## src/rtl/mips_pipe_pkg.sv

```systemverilog
// Shared MIPS pipeline definitions: control field widths, m-field bit positions
// and the wb/m/exe field types used by the ID/EX stage.
package mips_pipe_pkg;

  localparam int WB_W  = 2;
  localparam int M_W   = 3;
  localparam int EXE_W = 4;

  localparam int M_BRANCH_BIT   = 0;
  localparam int M_MEMREAD_BIT  = 1;
  localparam int M_MEMWRITE_BIT = 2;

  typedef logic [WB_W-1:0]  wb_ctrl_t;
  typedef logic [M_W-1:0]   m_ctrl_t;
  typedef logic [EXE_W-1:0] exe_ctrl_t;

  typedef struct packed {
    wb_ctrl_t  wb;
    m_ctrl_t   m;
    exe_ctrl_t exe;
  } ctrl_t;

endpackage

```

## src/rtl/id_ex_stage_load_use_detect.sv

```systemverilog
// Load-use hazard compare: a valid load in EX whose destination (rt, nonzero)
// is a source of the valid instruction currently in ID.
module load_use_detect #(
  parameter int REG_AW = 5
) (
  input  logic              i_ex_memread,
  input  logic              i_ex_valid,
  input  logic [REG_AW-1:0] i_ex_rt,
  input  logic              i_id_valid,
  input  logic [REG_AW-1:0] i_id_rs,
  input  logic [REG_AW-1:0] i_id_rt,
  output logic              o_hazard
);

  logic w_load_in_ex;
  logic w_dep;

  always_comb begin
    w_load_in_ex = i_ex_memread & i_ex_valid & (i_ex_rt != '0);
    w_dep        = i_id_valid & ((i_ex_rt == i_id_rs) | (i_ex_rt == i_id_rt));
    o_hazard     = w_load_in_ex & w_dep;
  end

endmodule

```

## src/rtl/id_ex_stage.sv

```systemverilog
// ID/EX pipeline register with load-use stall and branch-flush bubble insertion.
// Optional perf counters (stall/flush cycles) enabled by `ID_EX_PERF_CNT_EN.
import mips_pipe_pkg::*;

module id_ex_stage #(
  parameter int DATA_W = 32,
  parameter int REG_AW = 5
`ifdef ID_EX_PERF_CNT_EN
  ,
  parameter int CNT_W  = 32
`endif
) (
  input  logic              clk,
  input  logic              rst,
  input  logic [WB_W-1:0]   id_wb_i,
  input  logic [M_W-1:0]    id_m_i,
  input  logic [EXE_W-1:0]  id_exe_i,
  input  logic              id_valid_i,
  input  logic [DATA_W-1:0] id_rd1_i,
  input  logic [DATA_W-1:0] id_rd2_i,
  input  logic [DATA_W-1:0] id_imm_i,
  input  logic [DATA_W-1:0] id_pc4_i,
  input  logic [REG_AW-1:0] id_rs_i,
  input  logic [REG_AW-1:0] id_rt_i,
  input  logic [REG_AW-1:0] id_rd_i,
  input  logic              flush_i,
  output logic              stall_o,
  output logic [WB_W-1:0]   ex_wb_o,
  output logic [M_W-1:0]    ex_m_o,
  output logic [EXE_W-1:0]  ex_exe_o,
  output logic              ex_valid_o,
  output logic [DATA_W-1:0] ex_rd1_o,
  output logic [DATA_W-1:0] ex_rd2_o,
  output logic [DATA_W-1:0] ex_imm_o,
  output logic [DATA_W-1:0] ex_pc4_o,
  output logic [REG_AW-1:0] ex_rs_o,
  output logic [REG_AW-1:0] ex_rt_o,
  output logic [REG_AW-1:0] ex_rd_o
`ifdef ID_EX_PERF_CNT_EN
  ,
  output logic [CNT_W-1:0]  stall_cnt_o,
  output logic [CNT_W-1:0]  flush_cnt_o
`endif
);

  ctrl_t             r_ctrl;
  logic              r_valid;
  logic [DATA_W-1:0] r_rd1;
  logic [DATA_W-1:0] r_rd2;
  logic [DATA_W-1:0] r_imm;
  logic [DATA_W-1:0] r_pc4;
  logic [REG_AW-1:0] r_rs;
  logic [REG_AW-1:0] r_rt;
  logic [REG_AW-1:0] r_rd;

  logic              w_hazard;
  logic              w_bubble;
  ctrl_t             w_id_ctrl;

  load_use_detect #(
    .REG_AW(REG_AW)
  ) u_load_use_detect (
    .i_ex_memread(r_ctrl.m[M_MEMREAD_BIT]),
    .i_ex_valid  (r_valid),
    .i_ex_rt     (r_rt),
    .i_id_valid  (id_valid_i),
    .i_id_rs     (id_rs_i),
    .i_id_rt     (id_rt_i),
    .o_hazard    (w_hazard)
  );

  always_comb begin
    stall_o   = w_hazard & ~flush_i;
    w_bubble  = flush_i | w_hazard;
    w_id_ctrl = '0;
    if (id_valid_i) begin
      w_id_ctrl.wb  = id_wb_i;
      w_id_ctrl.m   = id_m_i;
      w_id_ctrl.exe = id_exe_i;
    end
  end

  // Datapath always follows ID; only control and valid are squashed by a bubble.
  always_ff @(posedge clk or posedge rst) begin
    if (rst) begin
      r_ctrl  <= '0;
      r_valid <= 1'b0;
      r_rd1   <= '0;
      r_rd2   <= '0;
      r_imm   <= '0;
      r_pc4   <= '0;
      r_rs    <= '0;
      r_rt    <= '0;
      r_rd    <= '0;
    end else begin
      r_rd1 <= id_rd1_i;
      r_rd2 <= id_rd2_i;
      r_imm <= id_imm_i;
      r_pc4 <= id_pc4_i;
      r_rs  <= id_rs_i;
      r_rt  <= id_rt_i;
      r_rd  <= id_rd_i;
      if (w_bubble) begin
        r_ctrl  <= '0;
        r_valid <= 1'b0;
      end else begin
        r_ctrl  <= w_id_ctrl;
        r_valid <= id_valid_i;
      end
    end
  end

  assign ex_wb_o    = r_ctrl.wb;
  assign ex_m_o     = r_ctrl.m;
  assign ex_exe_o   = r_ctrl.exe;
  assign ex_valid_o = r_valid;
  assign ex_rd1_o   = r_rd1;
  assign ex_rd2_o   = r_rd2;
  assign ex_imm_o   = r_imm;
  assign ex_pc4_o   = r_pc4;
  assign ex_rs_o    = r_rs;
  assign ex_rt_o    = r_rt;
  assign ex_rd_o    = r_rd;

`ifdef ID_EX_PERF_CNT_EN
  logic [CNT_W-1:0] r_stall_cnt;
  logic [CNT_W-1:0] r_flush_cnt;

  always_ff @(posedge clk or posedge rst) begin
    if (rst) begin
      r_stall_cnt <= '0;
      r_flush_cnt <= '0;
    end else begin
      if (stall_o && (r_stall_cnt != '1)) r_stall_cnt <= r_stall_cnt + 1'b1;
      if (flush_i && (r_flush_cnt != '1)) r_flush_cnt <= r_flush_cnt + 1'b1;
    end
  end

  assign stall_cnt_o = r_stall_cnt;
  assign flush_cnt_o = r_flush_cnt;
`endif

endmodule

```

## config.mk

```make
export PLATFORM = sky130hd
export DESIGN_NAME = id_ex_stage
export DESIGN_NICKNAME = d
export VERILOG_FILES = /design/src/rtl/mips_pipe_pkg.sv /design/src/rtl/id_ex_stage_load_use_detect.sv /design/src/rtl/id_ex_stage.sv
export SDC_FILE = /design/constraint.sdc
export NUM_CORES = 1
export LEC_CHECK = 0
export ABC_CLOCK_PERIOD_IN_PS = 10100
export CORE_AREA = 4 4 118 120
export CTS_BUF_LIST = sky130_fd_sc_hd__clkbuf_4 sky130_fd_sc_hd__clkbuf_8
export DETAILED_ROUTE_END_ITERATION = 12
export DIE_AREA = 0 0 122 124
export GPL_ROUTABILITY_DRIVEN = 0
export PLACE_DENSITY = 0.88
export RECOVER_POWER = 25
export SLEW_MARGIN = 20
export SYNTH_ARGS = -nofsm -noshare
export SYNTH_HDL_FRONTEND = slang
export SYNTH_SLANG_ARGS = --single-unit
```

## constraint.sdc

```tcl
create_clock -name clk -period 10.1 [get_ports clk]
set_clock_uncertainty 0.1 [all_clocks]
set_input_delay 2.525 -clock clk [delete_from_list [all_inputs] [get_ports clk]]
set_output_delay 2.525 -clock clk [all_outputs]
set_load 0.1 [all_outputs]
```

### Where the registers sit, run 1

Other sequential cells in the stronger gray, the rest of the logic in the fainter gray.
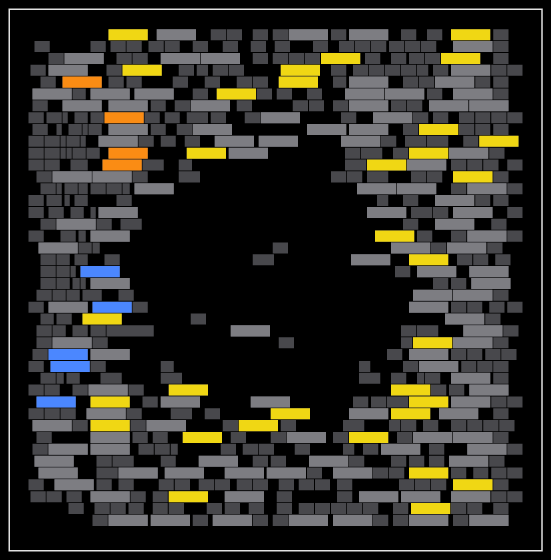
- orange: ex_exe_o (placed flops 4; where upper left)
- blue: ex_rs_o (placed flops 5)
- yellow: ex_rd1_o (placed flops 32; where widely spread)
sequential logic power: 653 uW
sequential portion of the cell area: 48.9%
Layout Utilization: 60.3%
sequential cell area: 0.00383 mm2

### Metal 1, run 1

The bar under the picture is 20 um long. Cells faint in the background.
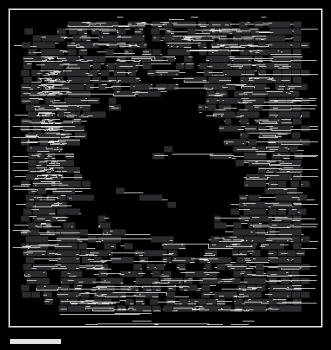
- main direction: horizontal
- longest straight run: 43.5 um
- wire length on this layer: 3,960 um
detailed-route via count: 2,867
met1 track demand over resource: 16.4%
Total Routed Length: 12,600 um

### M3 wires, run 1

The bar under the picture is 20 um long. Cells faint in the background.
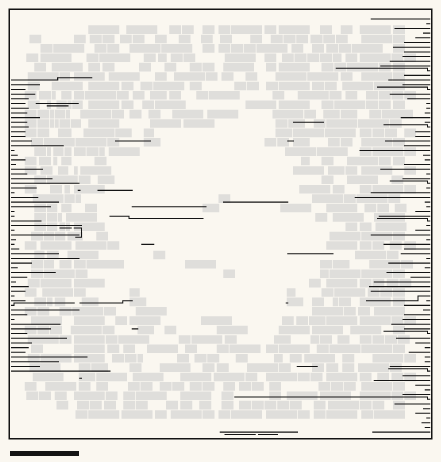
- nets with wire on the layer: 160
- share of all routed wire: 12%
- longest straight run: 55.9 um
- main direction: horizontal

==> metrics.log, run 1 <==
[metrics] run summary
INFO  metric timing.fmax = 0.126 GHz
INFO  metric p_comb = 373 uW
INFO  metric final-comb-area = 279 um2
INFO  metric clockNetworkPower = 435 uW
INFO  metric status = finished clean
INFO  metric lay_top_cells = 194 x sky130_fd_sc_hd__clkdlybuf4s50_1, 153 x sky130_fd_sc_hd__dfrtp_1, 115 x sky130_fd_sc_hd__dlygate4sd3_1
INFO  metric comb_share = 3.57%
INFO  metric postCtsSetupRepairBufs = 0
INFO  metric path_buffers = 2
INFO  metric slew_headroom = 27.9%
INFO  metric critical_path_arrival = 5.33 ns
INFO  metric cts.path.max_buffers = 2
INFO  metric port-buffer-count = 309
INFO  metric synthMuxAreaShare = 0%
INFO  metric dp_slack = 2.06 ns
INFO  metric floorplan.io_pins = 310
INFO  metric synth_top_cell_by_count = sky130_fd_sc_hd__dfrtp_1
INFO  metric cts.sinks = 153
INFO  metric power.share.sequential = 44.7%
INFO  metric timing_worst_slew_pin_value = 1.08 ns
INFO  metric drive_above_1_share = 8.58%
INFO  metric netlist_logic_family_top = AND-OR/OR-AND gates
INFO  metric placementRows = 42
INFO  metric critical_path.most_common_cell = sky130_fd_sc_hd__clkdlybuf4s50_1
INFO  metric final_common_cell = sky130_fd_sc_hd__clkdlybuf4s50_1
INFO  metric wl_per_cell = 17.7 um
INFO  metric floorplanUtilization = 31.9%
INFO  metric yosys_register_bits = 153
INFO  metric ys_seq_share = 92.6%
INFO  metric well_tap_count = 176
INFO  metric post-route-cell-area = 0.00783 mm2
INFO  metric worstHoldStart = ex_m_o[1]$_DFF_PP0_
INFO  metric setup.worst_path.end_class = output pin
INFO  metric top_cells_by_area = sky130_fd_sc_hd__dfrtp_1 93%, sky130_fd_sc_hd__xnor2_1 2.1%, sky130_fd_sc_hd__a21oi_2 1.9%, sky130_fd_sc_hd__nand2_1 1.0%, sky130_fd_sc_hd__nand3_1 0.36%
INFO  metric globalRouteMet2Util = 29.8%
INFO  metric finalHoldViolCount = 0
INFO  metric critical_path.startpoint = id_rt_i[4]
INFO  metric cts-htree-levels = 4
INFO  metric synth.yosys.warnings = 0
INFO  metric net_count_after_synthesis = 354
INFO  metric antenna_found_initial = 2
INFO  metric hp-class = flop to flop
INFO  metric syn_area_per_cell = 20.9 um2
INFO  metric worst-setup-path-type = input pin to output pin
INFO  metric cts.hold.buffers_added = 0
INFO  metric period_needed = 7.95 ns
INFO  metric nonClkBufAreaFrac = 39.6%
INFO  metric cts-resized-gates = 0
INFO  metric half_perimeter_wire_length_of_the_detailed_placement_result = 10,200 um
INFO  metric synth-edff-count = 0
INFO  metric p_sw = 500 uW
INFO  metric grt_pass1_vias = 3,221
INFO  metric numPlacedInstances = 680
INFO  metric design.seq.count = 153
INFO  metric reg2reg_from = ex_rt_o[0]$_DFF_PP0_
INFO  metric setup_repair_after_global_routing_missed_its_margin = no
INFO  metric cp_cell_sequence = clkdlybuf4s50_1 > xnor2_1 > nand3_1 > o22ai_2 > and3b_1 > clkdlybuf4s50_1
INFO  metric critPathMaxFanout = 11
INFO  metric top_area_contributor_share = 92.6%
INFO  metric die_y = 124 um
INFO  metric top_area_cell = sky130_fd_sc_hd__dfrtp_1
INFO  metric critical-path-max-stage-delay = 1.14 ns
INFO  metric max_cap_viol_count = 0
INFO  metric top_layer = met5
INFO  metric crit_family = buffers and inverters
INFO  metric endpoint = stall_o
INFO  metric wl_met3 = 1470 um
INFO  metric syn-instance-count = 198
INFO  metric top_power_group = registers
INFO  metric met3_usage = 7.86%
INFO  metric critPathRequiredTime = 7.48 ns
==> inputs of run 2 (changes only) <==
- ABC_CLOCK_PERIOD_IN_PS: 10100 -> 6400
- CORE_AREA: 4 4 118 120 -> unset
- CORE_ASPECT_RATIO: unset -> 1.25
- CORE_MARGIN: unset -> 4
- CORE_UTILIZATION: unset -> 31
- DIE_AREA: 0 0 122 124 -> unset
- clock period: 10.1 -> 6.4 ns (I/O delays scaled with it)
==> run 2 against run 1 <==
Against the previous run:
- global-route usage rose by 0.62 points
- sequential share of layout area decreased by 0.26 points
- register-to-register slack got worse by 3.7 ns
- core utilization increased by 0.73 points
- first-iteration DRC count is 23% lower
- critical path depth did not move
- clock power rose by 68%
- worst hold slack gained 0.067 ns
- combinational power is 58% higher
- largest cell class unchanged
==> metrics.log, run 2 <==
[metrics] run summary
INFO  metric floorplan.io_pins = 310
INFO  metric final_cell_count_no_fill = 708
INFO  metric timing.fmax = 0.193 GHz
INFO  metric ir_worst_vdd = 157 uV
INFO  metric syn-instance-count = 198
INFO  metric top_layer = met5
INFO  metric path_buffers = 2
INFO  metric endpoint = stall_o
INFO  metric diodes = 2
INFO  metric regToRegEndpoint = ex_exe_o[2]$_DFF_PP0_
INFO  metric status = finished clean
INFO  metric worst-path-stages = 6
INFO  metric top_power_group = registers
INFO  metric critPathRequiredTime = 4.70 ns
INFO  metric layout.clock_buffers = 18
INFO  metric p_seq = 1030 uW
INFO  metric p_sw_share = 34.8%
INFO  metric globalRouteOverflowTotal = 0
INFO  metric port-buffer-count = 309
INFO  metric clkTransAtPathRegs = 0.09 ns
INFO  metric slew_headroom = 24.7%
INFO  metric pin_count_of_the_biggest_net_entering_global_routing = 115
INFO  metric cts-htree-levels = 4
INFO  metric post-route-period-util = 81.1%
INFO  metric synthMuxAreaShare = 0%
INFO  metric wl_per_cell = 18.5 um
INFO  metric ys_sh_xor = 2.12%
INFO  metric synth.yosys.warnings = 0
INFO  metric critical_path.startpoint = id_rt_i[4]
INFO  metric final-comb-area = 275 um2
INFO  metric grt.total_usage = 17.2%
INFO  metric grt-busiest-layer = met2
INFO  metric fp.dieArea = 0.0153 mm2
INFO  metric worst_setup_path_start_kind = input pin
INFO  metric synth_top_cell_by_count = sky130_fd_sc_hd__dfrtp_1
INFO  metric cts.sinks = 153
INFO  metric reg2reg_from = ex_rt_o[4]$_DFF_PP0_
INFO  metric globalRouteMet2Util = 31.3%
INFO  metric top_area_contributor_share = 92.6%
INFO  metric floorplanUtilization = 32.1%
INFO  metric hold_ws = 0.776 ns
INFO  metric synth-adder-area-share = 0%
INFO  metric postCtsSetupRepairBufs = 0
INFO  metric antenna_found_initial = 5
INFO  metric finalHoldViolCount = 0
INFO  metric half_perimeter_wire_length_of_the_detailed_placement_result = 10,700 um
INFO  metric final_common_cell = sky130_fd_sc_hd__clkdlybuf4s50_1
INFO  metric reg2regPathDepth = 4
INFO  metric drt.antenna.violating_nets = 0
INFO  metric netlist_logic_family_top = AND-OR/OR-AND gates
INFO  metric top_area_cell_class = registers
INFO  metric floorplan_core_area = 0.0129 mm2
INFO  metric dp_slack = 1.20 ns
INFO  metric clockNetworkPower = 732 uW
INFO  metric post_synth_most_frequent_cells = 153 x sky130_fd_sc_hd__dfrtp_1, 11 x sky130_fd_sc_hd__nand2_1, 10 x sky130_fd_sc_hd__xnor2_1
INFO  metric yosysChipArea = 0.00414 mm2
INFO  metric grt_pass1_vias = 3,310
INFO  metric post-route-cell-area = 0.00787 mm2
INFO  metric critical_path_arrival = 3.49 ns
INFO  metric cts.path.max_buffers = 2
INFO  metric met2WireLength = 7210 um
INFO  metric holdPathStages = 4
INFO  metric top_area_cell = sky130_fd_sc_hd__dfrtp_1
INFO  metric p_per_area = 299 mW/mm2
INFO  metric fin_nets = 681
INFO  metric ys_seq_share = 92.6%
INFO  metric totalNegativeSetupSlack = 0 ns
INFO  metric hp-class = flop to flop
INFO  metric timing_worst_slew_pin_value = 1.13 ns
INFO  metric syn-cell-area = 0.00414 mm2
INFO  metric p_comb = 591 uW
INFO  metric layout.comb_gates.multi_input = 40
INFO  metric final_core_util = 61.0%
INFO  metric post_synthesis_simple_gate_area_fraction = 1.94%
INFO  metric cts-resized-gates = 0
INFO  metric grt_pass1_wl = 19,400 um
INFO  metric drive_above_1_share = 8.92%
INFO  metric nonClkBufAreaFrac = 39.8%
INFO  metric worstHoldStart = ex_m_o[1]$_DFF_PP0_
INFO  metric power.leakage = 0.00333 uW
INFO  metric cts.hold.buffers_added = 0
INFO  metric route.layer.met1.wl = 4360 um
INFO  metric worst-setup-path-type = input pin to output pin
INFO  metric numPlacedInstances = 673
INFO  metric max_cap_viol_count = 0
INFO  metric cts_tree = yes
INFO  metric critPathMaxFanout = 11
INFO  metric top_cells_by_area = sky130_fd_sc_hd__dfrtp_1 93%, sky130_fd_sc_hd__xnor2_1 2.1%, sky130_fd_sc_hd__a21oi_2 1.9%, sky130_fd_sc_hd__nand2_1 1.0%, sky130_fd_sc_hd__nand3_1 0.36%
INFO  metric period_needed = 5.19 ns
INFO  metric well_tap_count = 168
INFO  metric yosys_cells = 198
INFO  metric net_count_after_synthesis = 354
INFO  metric r2r_slack = 4.66 ns
INFO  metric yosys_register_bits = 153
INFO  metric lay_top_cells = 193 x sky130_fd_sc_hd__clkdlybuf4s50_1, 153 x sky130_fd_sc_hd__dfrtp_1, 115 x sky130_fd_sc_hd__dlygate4sd3_1
INFO  metric setup.worst_path.end_class = output pin
INFO  metric tritoncts.num_buffers = 17
INFO  metric commonest_register_cell_after_synthesis = sky130_fd_sc_hd__dfrtp_1
INFO  metric clk_share = 5.15%
INFO  metric die_y = 137 um
INFO  metric clkLatencyLatePin = 0.43 ns
INFO  metric drt_iter0_drc = 93
INFO  metric post-route-worst-setup-slack = 1.21 ns
INFO  metric timing.hold.worst_endpoint = ex_exe_o[3]$_DFF_PP0_
INFO  metric p_sw = 819 uW
INFO  metric final_max_slew_viol_count = 0
INFO  metric syn_area_per_cell = 20.9 um2
INFO  metric comb_share = 3.50%
INFO  metric crit_family = buffers and inverters
INFO  metric design.seq.count = 153
INFO  metric placementRows = 46
INFO  metric detailedRoute.firstPassIterationCount = 4
INFO  metric timing.critical_path.slowest_stage_cell = sky130_fd_sc_hd__o22ai_2
INFO  metric cp_cell_sequence = clkdlybuf4s50_1 > xnor2_1 > nand3_1 > o22ai_2 > and3b_1 > buf_4
INFO  metric power.share.sequential = 43.8%
INFO  metric critical-path-max-stage-delay = 0.58 ns
INFO  metric wl_met3 = 1290 um
INFO  metric setup_repair_after_global_routing_missed_its_margin = no
INFO  metric buffers = 312
INFO  metric die_width = 111 um
INFO  metric cellInternalPower = 1530 uW
INFO  metric synth-edff-count = 0
INFO  metric async_set_or_reset_register_ratio_after_synthesis = 100%
INFO  metric area.sequential = 0.00383 mm2
INFO  metric post_layout_power = 2350 uW
INFO  metric area_growth_syn_to_layout = 90.2%
### Placement view, run 2

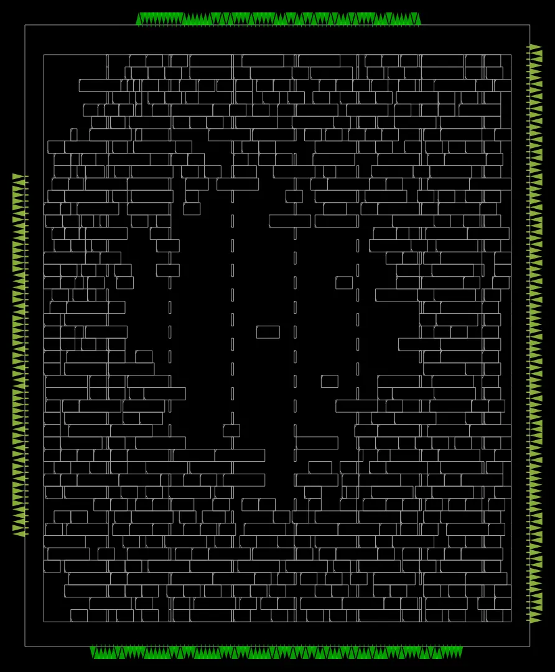
sequential portion of the cell area: 48.7%
total of fill cells in the finished design: 981

### M3 wires, run 2

The bar under the picture is 20 um long. Cells faint in the background.
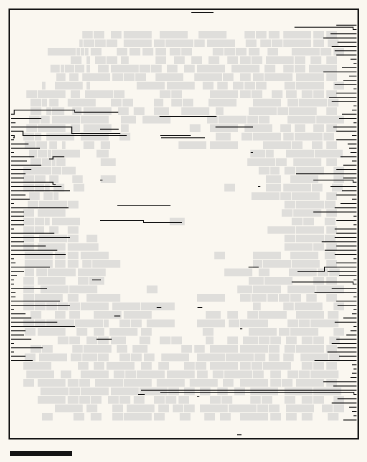
- main direction: horizontal
- longest straight run: 68.8 um
- nets with wire on the layer: 159
- share of all routed wire: 9.8%
- wire length on this layer: 1,290 um
Total Routed Length: 13,100 um
detailed-route via count: 2,891
met3 routing resource usage after global routing: 7.78%

### Metal 1, run 2

The bar under the picture is 20 um long. Cells faint in the background.
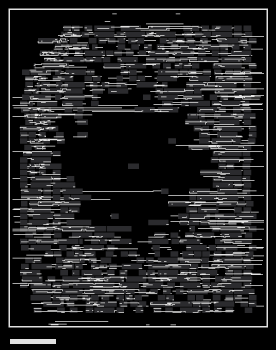
- wire length on this layer: 4,360 um
- longest straight run: 46.9 um
- share of all routed wire: 33%
- main direction: horizontal
met1 track demand over resource: 17.3%

No activity file was given, so power comes from the tool's default toggle rates.
